Design strobe_gen, sky130hd; sources not shown.
==> run_1/clocks.png <==
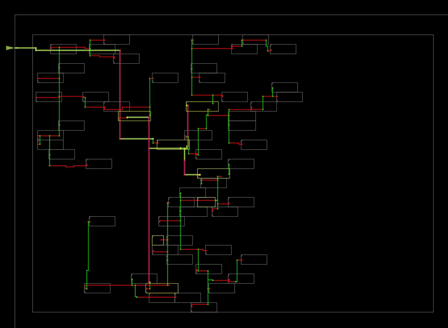
number of sequential storage elements: 52
Worst Clk Skew: 0.00570 ns
Layout clock buffers: 6
number of buffers created by CTS: 5
Clk power: 657 µW

==> run_1/power_grid.png <==
Bar = 20 µm. Pins as bars on the die edge.
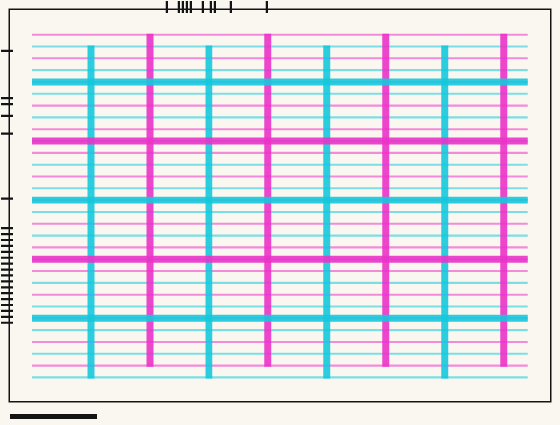
Key: VSS = cyan; VDD = magenta
8 straps on met4. 33 signal pins sit on the boundary. 30 met1 rails follow the rows.
Die Span X: 124 µm
core outline area: 9000 µm²
VDD IR-drop max: 0.000277 V
die height: 90 µm

==> run_1/layer_met2.png <==
Bar = 20 µm.
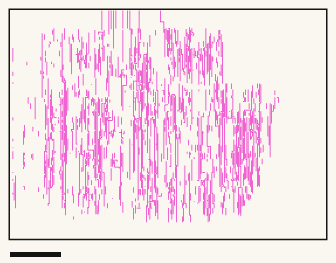
The longest straight run is 52.8 µm. The layer carries 4510 µm of wire. The layer holds 40% of the routed length. The wires run mostly vertical.
vias post-DR: 4004
met2 Resource Use GR: 26.3%
total routed wirelength: 11400 µm

==> run_1/wires.png <==
Bar = 20 µm. Only two layers are drawn.
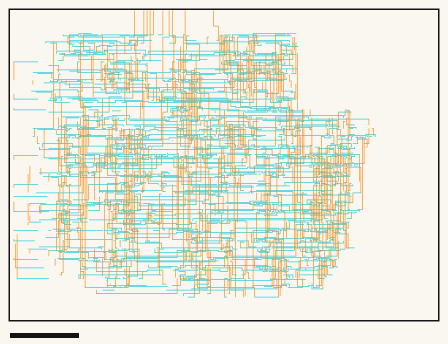
Key: metal 1 = cyan [wire length 5940 µm]; metal 2 = orange [wire length 4510 µm]
WL/cell: 15.0 µm
Tot GR Track Use: 19.7%

==> CHANGELOG.md, run 1 <==
## Implementation

* Peak per-stage delay on the critical path at 0.34 ns
* Leakage power at 0.00205 µW
* Most used cells in the layout excluding fill and tap cells: sky130_fd_sc_hd__nand2_1 (117), sky130_fd_sc_hd__inv_1 (84), sky130_fd_sc_hd__nor2_1 (63)
* GP Congestion at 0.916
* Area share of the leading cell type in the synthesized netlist at 28.5%
* Met3 WL post-DR at 790 µm
* Number of nets in the layout at 668
* Post-CTS Setup Inserts at 0
* Final worst path period share at 95.5%
* Later-pin clock latency in the skew report at 0.29 ns
* Arithmetic-cell share of the synthesized area counting full adders, half adders and majority gates at 1.71%
* Mean area per synthesized cell at 6.24 µm²
* Top Metal Used: met4
* Top fanout value on the critical path at 8
* Global-route wire length before repair at 17700 µm
* Placed cells at 741
* And+or+nand+nor area frac at 40.2%
* Post-synth top flop: sky130_fd_sc_hd__dfxtp_1
* Pin count of the biggest net entering global routing at 16
* Clock buffer depth at 2
* Hold Path Stages at 2
* Type of origin of the critical path: register
* Data required time at the worst endpoint at 2.88 ns
* Top cell excl fill/tap: sky130_fd_sc_hd__nand2_1
* Log Warnings at 28
* Area growth syn-to-layout at 23.8%
* Clock transition at path regs at 0.07 ns
* Number of antenna violations at the first check in global routing at 0
* Maximum operating frequency at 395 MHz
* Clock sink count at 52
* Fin crit period at 2.53 ns
* Outcome: complete, no violations
* Cell area after synthesis at 3660 µm²
* Tally of filler cells in the layout at 937
* Leading post-synthesis cells by cell area: sky130_fd_sc_hd__dfxtp_1 (28%), sky130_fd_sc_hd__nand2_1 (14%), sky130_fd_sc_hd__inv_1 (8.8%), sky130_fd_sc_hd__nor2_1 (7.4%), sky130_fd_sc_hd__nand3_1 (7.0%)
* Relative slew slack at 56.0%
* Hold buffer count at cts at 0
* Total routed wire length on the met1 layer at 5940 µm
* Cell variety after synth at 34
* Non-Filler Instances at 758
* MI comb area at 2360 µm²
* Final core utilization at 50.3%
[run 1: layout make-up]
type	count	area share (%)
clock inverters	1	0.193
plain buffers	18	2.52
clock buffers	6	3.07
inverters	88	7.30
repair buffers	40	8.35
flip-flops and latches	52	23.1
multi-input cells	429	52.0
well taps	124	3.43
[run 1: kinds of logic after synthesis]
group                      Yosys count
adders and majority gates            5
buffers and inverters              106
and+or+nand+nor                    318
DFF                                 52
xor gates and xnor gates            10
muxes                                6
AOI/OAI and AO/OA                   89
[run 1: where the power goes]
group	switching, µW	leakage, µW	internal (µW)	total (µW)
logic	1030	0.00155	539	1570
clock network	285	0.0000729	373	657
registers	34.7	0.000425	821	856
total	1350	0.00205	1730	3080
==> run_1/layer_met3.png <==
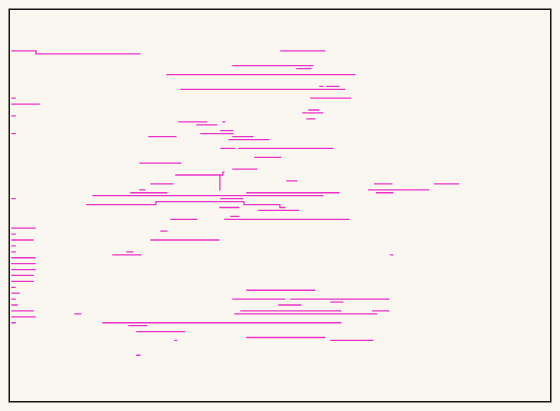

==> inputs of run 2 (changes only) <==
PLACE_DENSITY_LB_ADDON = default   (was 0.25)
SKIP_LAST_GASP = 1   (was default)
==> run_2/layer_met3.png <==
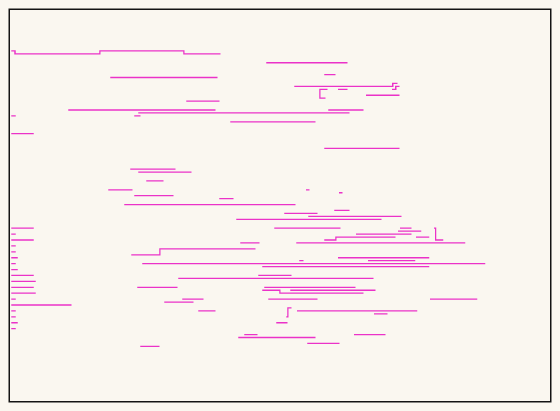
The wires run mostly horizontal. The layer carries 989 µm of wire. 73 nets have wire on it. The longest straight run is 78.7 µm. The layer holds 8.1% of the routed length.
vias post-DR: 4073
routing usage on met3: 4.62%
total routed wirelength: 12300 µm

==> run_2/clocks.png <==
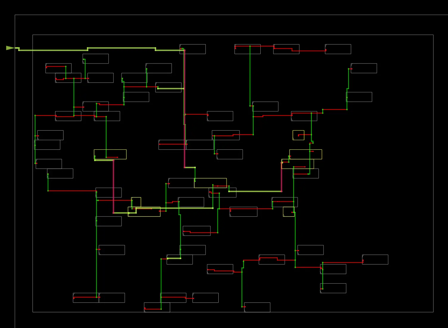
Worst Clk Skew: 0.00596 ns
clock sink count: 52
Clk power: 697 µW

==> CHANGELOG.md, run 2 <==
## Implementation

* Outcome: complete, no violations
* Number of antenna violations at the first check in global routing at 0 (unchanged)
* Pin count of the biggest net entering global routing at 19 (+3)
* Leakage power at 0.00209 µW (+1.7%)
* Clk pwr share at 21.9% (+0.6 points)
* Dominant cell by count in the synthesized netlist: sky130_fd_sc_hd__nand2_1
* Most used cells in the layout excluding fill and tap cells: sky130_fd_sc_hd__nand2_1 (121), sky130_fd_sc_hd__inv_1 (82), sky130_fd_sc_hd__nor2_1 (61)
* Core outline area at 9000 µm² (unchanged)
* WL/cell at 16.0 µm (+6.7%)
* Later-pin clock latency in the skew report at 0.30 ns (about the same)
* Cell area after synthesis at 3660 µm² (unchanged)
* Top fanout value on the critical path at 6 (-2)
* Leading post-synthesis cells by cell area: sky130_fd_sc_hd__dfxtp_1 (28%), sky130_fd_sc_hd__nand2_1 (14%), sky130_fd_sc_hd__inv_1 (8.8%), sky130_fd_sc_hd__nor2_1 (7.4%), sky130_fd_sc_hd__nand3_1 (7.0%)
* Clock buffer depth at 2 (unchanged)
* # diodes at 0
* Hold buffer count at cts at 0 (unchanged)
* Hold Path Stages at 2 (unchanged)
* Top Metal Used: met4
* Die Span X at 124 µm (unchanged)
* And+or+nand+nor area frac at 40.2% (unchanged)
* Area share of the leading cell type in the synthesized netlist at 28.5% (unchanged)
* Combinational gate power at 1630 µW (+4%)
* Met3 WL post-DR at 989 µm (+25%)
* Power share of the sequential group at 27.0% (-0.8 points)
* Log Warnings at 29 (+3.6%)
* Post-synth EDFFs at 0
* Peak per-stage delay on the critical path at 0.33 ns (about the same)
* Yosys stat cell total at 586
* Cell Int Power at 1770 µW (+2.2%)
* Post-synth top area cell: sky130_fd_sc_hd__dfxtp_1
* Group with the largest share of power: combinational logic
* Tot GR Track Use at 21.4% (+1.7 points)
* Relative slew slack at 54.5% (-1.5 points)
* Area growth syn-to-layout at 26.0%
* Total routed wire length on the met1 layer at 6350 µm (+7.0%)
* Maximum operating frequency at 389 MHz (-1.6%)
* Net switching power figure at 1410 µW (+4.9%)
* Cell variety after synth at 34 (unchanged)
* Critical path arrival at 2.73 ns
* Clock transition at path regs at 0.08 ns (about the same)
* Fin crit period at 2.57 ns (+0.0407 ns)
* Global-route wire length before repair at 19100 µm (+7.6%)
run 2: layout make-up:
class                   count  area (µm²)
repair buffers             46         465
clock buffers               5         125
fillers                   986        4390
well taps                 124         155
flip-flops and latches     52        1050
clock inverters             3        25.0
multi-input cells         429        2340
plain buffers              18         120
inverters                  88         330
run 2: per-layer routing:
metal  up-vias  track usage, %
met5         -               -
met1      1901            33.0
met3        12            4.62
met2       147            28.3
met4         0            3.92
li1       2013               -
run 2: stage by stage:
step                std cells  instance area, µm²  total power, µW
global placement          741                4120             2150
CTS                       752                4340             2920
finish                    765                4610             3180
detailed placement        741                4120             2160
floorplan                 586                3660             1820
global route              765                4610             3360
run 2: what timing repair did:
action,CTS,global route
setup endpoints to repair,10,16
pin swaps,3,26
setup buffers,2,11
cloned,1,2
gates resized,11,45
Power is estimated from default activity; no workload was simulated.
